Metal 2:
(4 px per um)
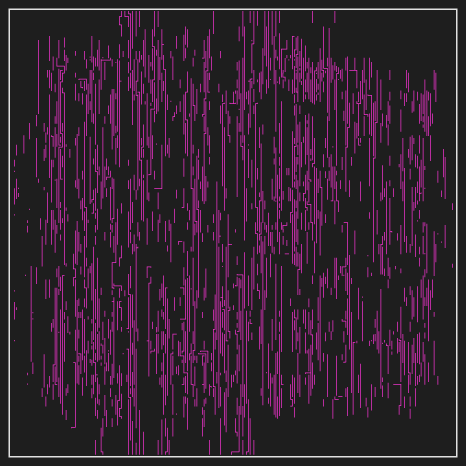
The metal 1 layer:
(4 px per um) Supply wires on this layer in grey. Cells faint in the background.
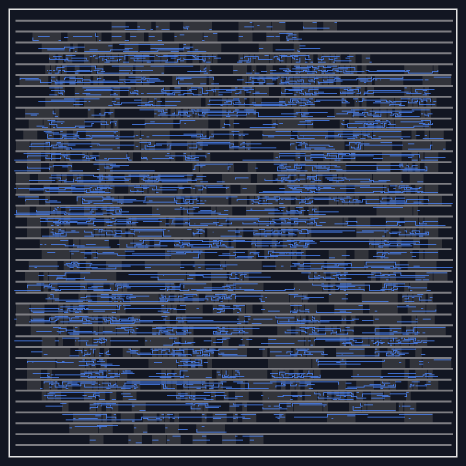
Signal wires on met3:
(4 px per um) Cells faint in the background.
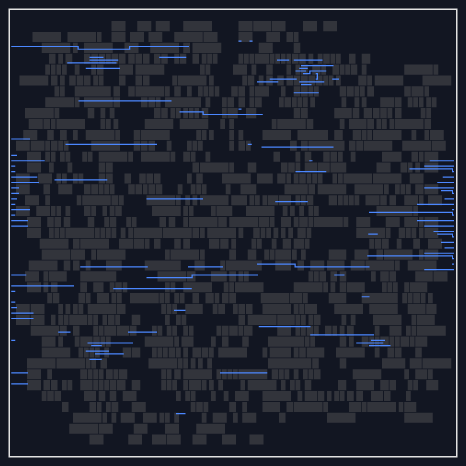
M4 wires:
(3 px per um) Supply wires on this layer in grey. Cells faint in the background.
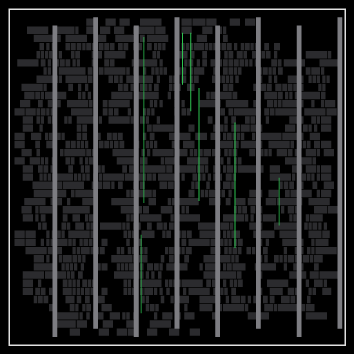
Track usage over the die:
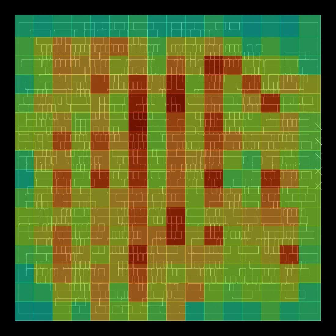
Design latex_pair_streamer, sky130hd; sources not shown.
==> flow_summary.json <==
{
  "path_depth": 12,
  "hold_violations": 0,
  "cp_top_family": "buffers and inverters",
  "post-route-drc-count": 5,
  "fin_crit_sh_pct": 95.21,
  "min_period_ps": 3618,
  "yosysCellCount": 822,
  "rrSetupSlack_ps": 1740,
  "crit_buf_inv": 4,
  "antenna_found_initial": 0,
  "postCtsSetupRepairBufs": 0,
  "met1Wirelength_um": 6525,
  "ctsResizeCount": 2,
  "p_switching_mw": 1.596,
  "numCtsBuffers": 9,
  "met2_length_um": 6633,
  "whs_ps": 303.3,
  "clock_latency_ps": 350,
  "violations": "DRC",
  "n_tap_cell": 143,
  "ys_sh_xor_pct": 1.949,
  "top_area_cell": "dfxtp_1",
  "syn_nets": 882,
  "numSynthFlops": 93,
  "top_cell": "nand2_1",
  "die-width_um": 111.5,
  "max_freq_mhz": 276.4,
  "sw_frac_of_total_pct": 41.19,
  "ctsHoldBuffers": 0,
  "warnings": 27,
  "p_per_area_nw_per_um2": 578.4,
  "synth_seq_share_pct": 34.52,
  "mux_area_share_pct": 0,
  "outcome": "finished, violations left",
  "synthesis.area_um2": 5393,
  "fin_cells": 1063,
  "timing.critical_path.mode_cell": "nand2_1",
  "dr.pass1.iters": 7,
  "core_area_um2": 11560,
  "min_path_cells": 2,
  "hold_class": "flop to flop",
  "antenna_cells": 0,
  "detailed_place.area_um2": 6402,
  "cellLeakagePower_nw": 2.814,
  "viasPerCell": 5.171,
  "slew-limit-headroom_pct": 63.74,
  "grt.overflow.total": 0,
  "top_logic_kind": "simple AND/OR/NAND/NOR gates",
  "pg_seq_mw": 1.30,
  "synthTopCellsByArea": "dfxtp_1, nand2_1, nor2_1, inv_1, o21ai_0",
  "clock-sinks": 93,
  "logic_area_um2": 2984,
  "sh_seq_area_pct": 27.81,
  "worstSetupEndpointType": "output pin",
  "chip_area_um2": 12430,
  "fp-row-count": 39,
  "grt_pass1_wl_um": 23820,
  "start_kind": "flop",
  "setup_viol": 0,
  "synth.distinct_cells": 50,
  "p_seq_share_pct": 33.4,
  "flop_cell": "dfxtp_1",
  "cts_htree_levels": 3,
  "buf_share_pct": 13.89,
  "cts-root-buf": "clkbuf_16",
  "nNonClkInverters": 119,
  "dpl.cell_count": 1048,
  "top_area_share_pct": 34.52,
  "edf_count": 0,
  "synthArstFlopShare_pct": 0,
  "compound_area_share_pct": 17.91,
  "syn_inst": 822,
  "final_cell_mix": "nand2_1, nor2_1, inv_1",
  "slew_violations": 0
}
## Picture notes: 'metal 2'
wire length on this layer	6630 um
longest straight run	43.0 um
nets with wire on the layer	794
via count: 5497
M2 GR Usage: 40.08%
Routed WL: 14080 um

## Picture notes: 'the metal 1 layer'
nets with wire on the layer	905
wire length on this layer	6530 um
main direction	horizontal
Global Route met1 Usage: 29.60%

## Picture notes: 'signal wires on met3'
main direction	horizontal
nets with wire on the layer	87
longest straight run	23.0 um
met3 Use GR: 4.954%

## Picture notes: 'M4 wires'
longest straight run	55.1 um
nets with wire on the layer	6

## Picture notes: 'track usage over the die'
GRT busiest layer: met2
DR WL/cell: 13.24 um
Total Routing Usage GR: 23.50%
Util after Layout: 57.94%

